Fig. 1: run 1, sequential cells grouped by signal name
Scale bar: 50 µm.
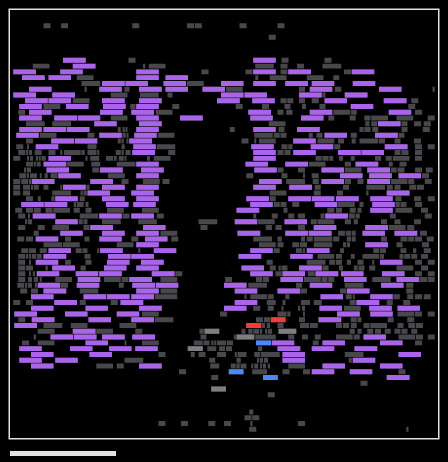
Fig. 2: run 1, routing congestion
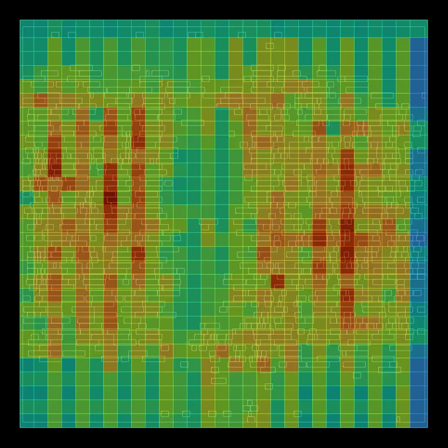
Fig. 3: run 1, placement density heat map
20 x 20 tiles, from black (low) to pale yellow (high), 0 to 100% covered.
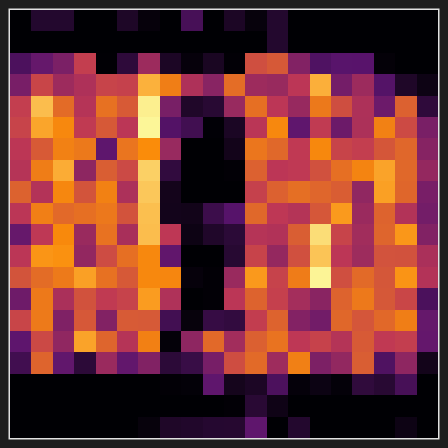
===== src/rtl/store_buffer_pkg.sv =====
// Shared store-path types: op encodings, buffered entry layout and the byte-enable helper.
// The byte-enable helper is also used by the load-extension path.
package store_buffer_pkg;

  typedef enum logic [1:0] {
    ST_SW      = 2'd0,
    ST_SH      = 2'd1,
    ST_SB      = 2'd2,
    ST_ILLEGAL = 2'd3
  } st_op_e;

  typedef struct packed {
    logic [29:0] waddr;
    logic [3:0]  be;
    logic [31:0] wdata;
  } sb_entry_t;

  function automatic logic [3:0] byte_en(input st_op_e op, input logic [1:0] off);
    case (op)
      ST_SW:   return 4'b1111;
      ST_SH:   return off[1] ? 4'b1100 : 4'b0011;
      ST_SB:   return 4'b0001 << off;
      default: return 4'b0000;
    endcase
  endfunction

endpackage


===== src/rtl/store_align.sv =====
// Store lane alignment: byte enables, lane-replicated data and misalign flag.
// Purely combinational, zero latency, no flow control.
module store_align
  import store_buffer_pkg::*;
(
  input  st_op_e      op_i,
  input  logic [1:0]  off_i,
  input  logic [31:0] data_i,
  output logic [3:0]  be_o,
  output logic [31:0] wdata_o,
  output logic        misalign_o
);

  assign be_o = byte_en(op_i, off_i);

  always_comb begin
    wdata_o    = data_i;
    misalign_o = 1'b0;
    case (op_i)
      ST_SW: misalign_o = (off_i != 2'b00);
      ST_SH: begin
        wdata_o    = {2{data_i[15:0]}};
        misalign_o = off_i[0];
      end
      ST_SB:   wdata_o    = {4{data_i[7:0]}};
      default: misalign_o = 1'b1;
    endcase
  end

endmodule


===== src/rtl/store_buffer.sv =====
// In-order store buffer: aligned stores queue and drain head-first to data memory (1-cycle push-to-mem_we).
// st_ready drops when DEPTH entries are held; head holds stable until mem_ack.
module store_buffer
  import store_buffer_pkg::*;
#(
  parameter int DEPTH = 4
) (
  input  logic        clk,
  input  logic        reset_n,
  input  logic        st_valid,
  output logic        st_ready,
  input  logic [1:0]  st_op,
  input  logic [31:0] st_addr,
  input  logic [31:0] st_data,
  output logic        st_err,
  output logic        mem_we,
  output logic [31:0] mem_addr,
  output logic [3:0]  mem_be,
  output logic [31:0] mem_wdata,
  input  logic        mem_ack,
  input  logic [31:0] ld_addr,
  output logic        ld_hit,
  output logic        sb_empty
);

  localparam int PW = $clog2(DEPTH);
  localparam int CW = PW + 1;

  logic [PW-1:0] head_q, head_d, tail_q, tail_d;
  logic [CW-1:0] count_q, count_d;
  logic          err_q, err_d;
  sb_entry_t     ent_q [DEPTH];

  logic [3:0]  al_be;
  logic [31:0] al_wdata;
  logic        al_misalign;
  logic        accept, push, pop;

  store_align u_align (
    .op_i       (st_op_e'(st_op)),
    .off_i      (st_addr[1:0]),
    .data_i     (st_data),
    .be_o       (al_be),
    .wdata_o    (al_wdata),
    .misalign_o (al_misalign)
  );

  assign st_ready = (count_q < CW'(DEPTH));
  assign accept   = st_valid && st_ready;
  assign push     = accept && !al_misalign;
  assign sb_empty = (count_q == '0);
  assign mem_we   = !sb_empty;
  assign pop      = mem_we && mem_ack;
  assign st_err   = err_q;

  always_comb begin
    head_d  = head_q;
    tail_d  = tail_q;
    count_d = count_q;
    err_d   = accept && al_misalign;
    if (push) tail_d = tail_q + 1'b1;
    if (pop)  head_d = head_q + 1'b1;
    case ({push, pop})
      2'b10:   count_d = count_q + 1'b1;
      2'b01:   count_d = count_q - 1'b1;
      default: count_d = count_q;
    endcase
  end

  always_ff @(posedge clk) begin
    if (!reset_n) begin
      head_q  <= '0;
      tail_q  <= '0;
      count_q <= '0;
      err_q   <= 1'b0;
    end else begin
      head_q  <= head_d;
      tail_q  <= tail_d;
      count_q <= count_d;
      err_q   <= err_d;
    end
  end

  // Payload is only observed through count-qualified paths, so it carries no reset.
  always_ff @(posedge clk) begin
    if (push) ent_q[tail_q] <= '{waddr: st_addr[31:2], be: al_be, wdata: al_wdata};
  end

  assign mem_addr  = {ent_q[head_q].waddr, 2'b00};
  assign mem_be    = ent_q[head_q].be;
  assign mem_wdata = ent_q[head_q].wdata;

  logic unused_ld_off;
  assign unused_ld_off = ^ld_addr[1:0];

  always_comb begin
    logic [PW-1:0] age;
    ld_hit = 1'b0;
    age    = '0;
    for (int i = 0; i < DEPTH; i++) begin
      age = PW'(i) - head_q;
      if (({1'b0, age} < count_q) && (ent_q[i].waddr == ld_addr[31:2])) ld_hit = 1'b1;
    end
  end

endmodule


===== config.mk =====
export PLATFORM = sky130hd
export DESIGN_NAME = store_buffer
export DESIGN_NICKNAME = d
export VERILOG_FILES = /design/src/rtl/store_buffer_pkg.sv /design/src/rtl/store_align.sv /design/src/rtl/store_buffer.sv
export SDC_FILE = /design/constraint.sdc
export NUM_CORES = 1
export LEC_CHECK = 0
export CAP_MARGIN = 20
export CORE_UTILIZATION = 30
export CTS_CLUSTER_DIAMETER = 100
export DETAILED_ROUTE_END_ITERATION = 10
export GPL_ROUTABILITY_DRIVEN = 1
export PLACE_DENSITY = 0.61
export SKIP_LAST_GASP = 1
export SLEW_MARGIN = 15
export SYNTH_ARGS = -nofsm -noshare
export SYNTH_HDL_FRONTEND = slang
export SYNTH_SLANG_ARGS = --single-unit

===== constraint.sdc =====
create_clock -name clk -period 6.6 [get_ports clk]
set_clock_uncertainty 0.2 [all_clocks]
set_input_delay 0.66 -clock clk [delete_from_list [all_inputs] [get_ports clk]]
set_output_delay 0.66 -clock clk [all_outputs]
set_load 0.05 [all_outputs]

==> flow_summary.ini, run 1 <==
; synthesis and place-and-route metrics
[run_status]
status = completed

[critical_path]
crit_family = buffers and inverters
slowest_stage = clkdlybuf4s50_1
critPathLaunchType = primary input
cp_max_fo = 4
arrival_ns = 3.62
reg2reg_from = count_q[2]$_SDFFE_PN0P_

[pwr]
finalPower_uw = 5650
p_seq_uw = 2130
p_sw_share_pct = 34.5

[synth]
yosys-top-cells-count = 264 x edfxtp_1, 78 x xnor2_1, 66 x mux4_2
yosys_area_um2 = 12000
compound_area_share_pct = 3.00
top_logic_kind = multiplexers

[sta]
setup_slack_ns = 2.12
drv_slew = 0
hold_violations = 0
timing.fmax_ghz = 0.223
period_needed_ns = 4.48

[finish]
lay_top_count = edfxtp_1
ff_count = 274
n_fill_cell = 3584
clkCellAreaFrac_pct = 5.95
regMostFlops = ent_q
logic_area_um2 = 3610

[cts]
clkLatencyLatePin_ns = 0.55
ctsHoldBuffers = 0

[global_routing]
grt_first_pass_wirelength_um = 44900

[route]
top_layer_used = met5

[hold_path]
min_path_type = flip-flop to flip-flop

[place]
io_buffers = 170
-- Fig. 1 (at the start) --
Key: red = head_q [placed flops 2]; blue = count_q [placed flops 3]; purple = ent_q [placed flops 264]
Another 5 sequential cells are not coloured.
Reg area: 8140 µm²
sequential share of cell area: 53.7%

-- Fig. 2 (at the start) --
M2 GR Usage: 24.5%
met1 Use GR: 19.6%
Most Used Layer, Global Route: met2
Tot GR Track Use: 14.9%

-- Fig. 3 (at the start) --
6.2% of the tiles are over 75% full. The fullest tile reaches 98%. The mean over all tiles is 36%. 25% of the tiles are nearly empty.
core area: 39,000 µm²
Finished Core Util: 38.9%
Init Core Util: 30.7%

Fig. 4: run 1, cell classes on the final placement
Scale bar: 50 µm. Fill, decap, tap and diode cells in grey.
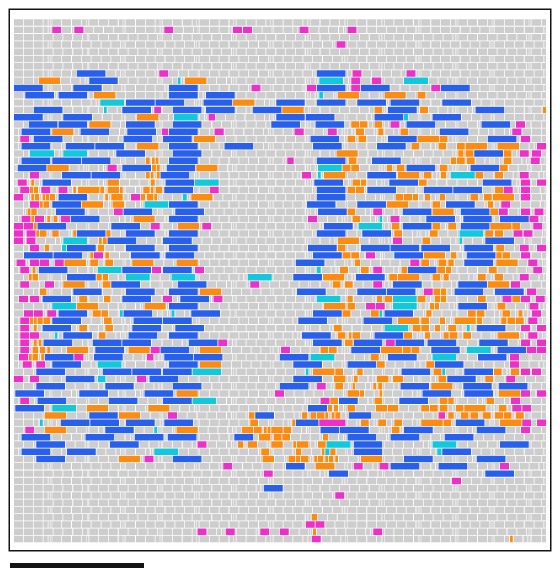

==> run 2: changes to the inputs <==
PLACE_DENSITY = 0.63   (was 0.61)
clock period = 3.9 ns   (was 6.6 ns; I/O delays follow)
Fig. 5: run 2, cell classes on the final placement
Scale bar: 50 µm. Fill, decap, tap and diode cells in grey.
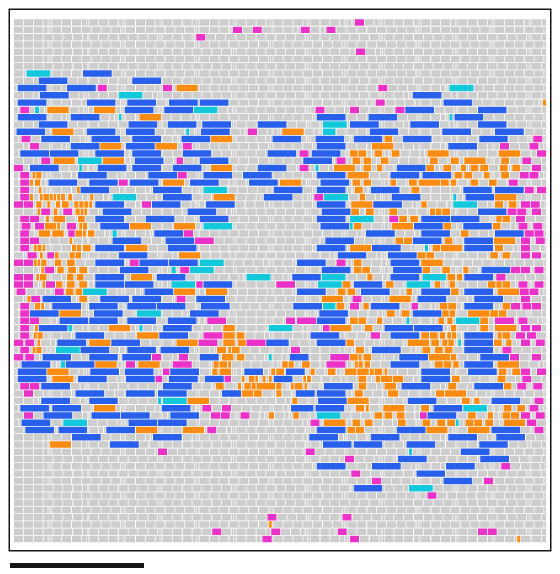
Key: blue = flops [cells 274, share of their area 55%]; orange = combinational and other logic [cells 366, share of their area 25%]; cyan = clock drivers and dummy loads [cells 52, share of their area 5.9%]; magenta = other buffers and delay cells [cells 190, share of their area 14%]

Fig. 6: run 2, placement density heat map
20 x 20 tiles, from black (low) to pale yellow (high), 0 to 100% covered.
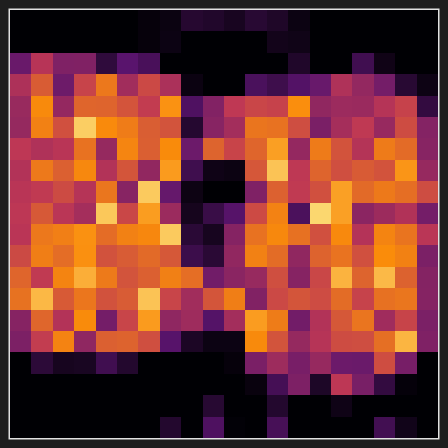
6.2% of the tiles are over 75% full. 24% of the tiles are nearly empty. The fullest tile reaches 91%. The mean over all tiles is 36%.
Finished Core Util: 39.3%

Fig. 7: run 2, sequential cells grouped by signal name
Scale bar: 50 µm.
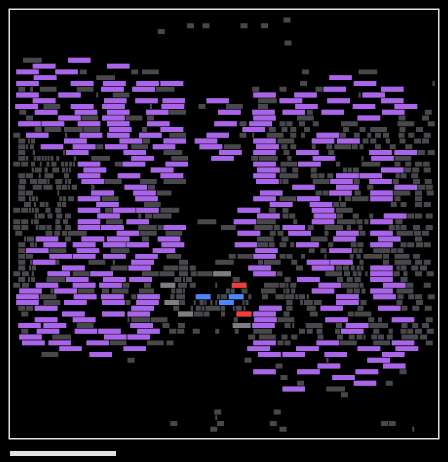
Key: purple = ent_q [placed flops 264]; red = head_q [placed flops 2]; blue = count_q [placed flops 3]
Another 5 sequential cells are not coloured.

==> run 2 against run 1 <==
Clock power grew 63%. Setup slack got worse by 1.6 ns. Critical path depth is 1 higher. Die area is the same. Worst hold slack got worse by 0.071 ns. Highest routed layer unchanged.
==> flow_summary.ini, run 2 <==
; synthesis and place-and-route metrics
[sta]
hold_violations = 0
period_needed_ns = 3.34
drv_slew = 0

[synth]
compound_area_share_pct = 3.00
yosys_area_um2 = 12000

[critical_path]
critPathLaunchType = flip-flop
arrival_ns = 2.75
slowest_stage = or4_1

[global_routing]
grt_use_met1_pct = 19.6
grtUsageMet2_pct = 23.8
grt_first_pass_wirelength_um = 44000

[die]
fp_util_pct = 30.7

[finish]
clkCellAreaFrac_pct = 5.64
seq_share_pct = 53.1
n_fill_cell = 3596
seqCellArea_um2 = 8140
regMostFlops = ent_q
logic_area_um2 = 3610

[route]
top_layer_used = met5

[run_status]
status = completed
==> run 3: changes to the inputs <==
SETUP_SLACK_MARGIN = 0.02   (was not set)
Fig. 8: run 3, routing congestion
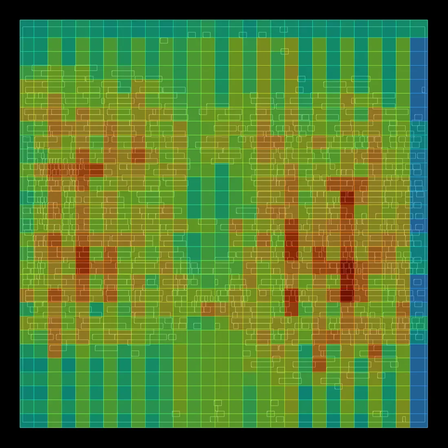
met1 Use GR: 19.6%
per-cell routed wire length: 21.5 µm
met3 Track Usage GR: 3.72%
M2 GR Usage: 23.8%
Tot GR Track Use: 14.6%

Fig. 9: run 3, wiring by layer
Scale bar: 50 µm. Two of the layers only.
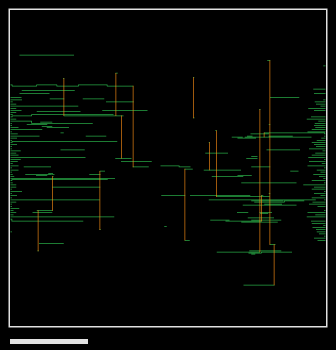
Key: green = metal 3 [wire length 2,490 µm]; orange = metal 4 [wire length 599 µm]
Post-Route WL: 30,200 µm
via count: 6,623

==> run 3 against run 2 <==
Sequential share of layout area did not move. Global-route usage is the same. Utilization unchanged. Critical path depth stayed put. Maximum frequency unchanged. Non-clock buffer count stayed put. Area after synthesis unchanged. Die area stayed put. Count of clock-buffer cells in the layout is the same. Synthesized cell count stayed put. Setup slack stayed put. Combinational power barely moved.
==> flow_summary.ini, run 3 <==
; synthesis and place-and-route metrics
[die]
core-area_um2 = 39000
fp_util_pct = 30.7

[finish]
logic_area_um2 = 3610
lay_top_count = edfxtp_1
post-route-util_pct = 39.3
clkCellAreaFrac_pct = 5.64
seqCellArea_um2 = 8140
regMostFlops = ent_q

[critical_path]
slowest_stage = or4_1
cp_max_fo = 5
arrival_ns = 2.75
crit_family = simple AND/OR/NAND/NOR gates
critPathLaunchType = flip-flop
reg2reg_from = count_q[2]$_SDFFE_PN0P_

[sta]
setup_slack_ns = 0.564
hold_violations = 0
timing.fmax_ghz = 0.300
period_needed_ns = 3.34
drv_slew = 0

[synth]
yosys_area_um2 = 12000
yosys-top-cells-count = 264 x edfxtp_1, 78 x xnor2_1, 66 x mux4_2
top_logic_kind = multiplexers

[pwr]
p_sw_share_pct = 34.4
p_seq_uw = 3590
finalPower_uw = 9530

[global_routing]
busiest_layer = met2
grt_first_pass_wirelength_um = 44000

[cts]
ctsHoldBuffers = 0
clkLatencyLatePin_ns = 0.53

[hold_path]
min_path_type = primary input to flip-flop

[run_status]
status = completed
Fig. 10: run 3, cell classes on the final placement
Scale bar: 50 µm. Fill, decap, tap and diode cells in grey.
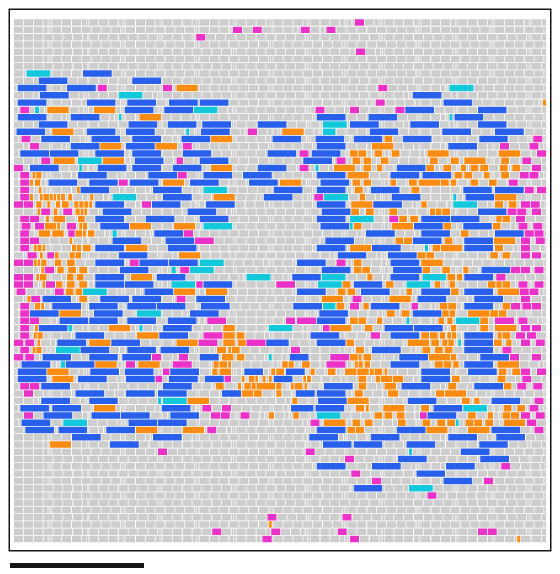
Key: cyan = clock drivers and dummy loads [cells 52, share of their area 5.9%]; magenta = other buffers and delay cells [cells 190, share of their area 14%]; blue = flops [cells 274, share of their area 55%]; orange = combinational and other logic [cells 366, share of their area 25%]
fin area: 15,300 µm²
sequential share of cell area: 53.1%
# rows: 72

Power is estimated from default activity; no workload was simulated.
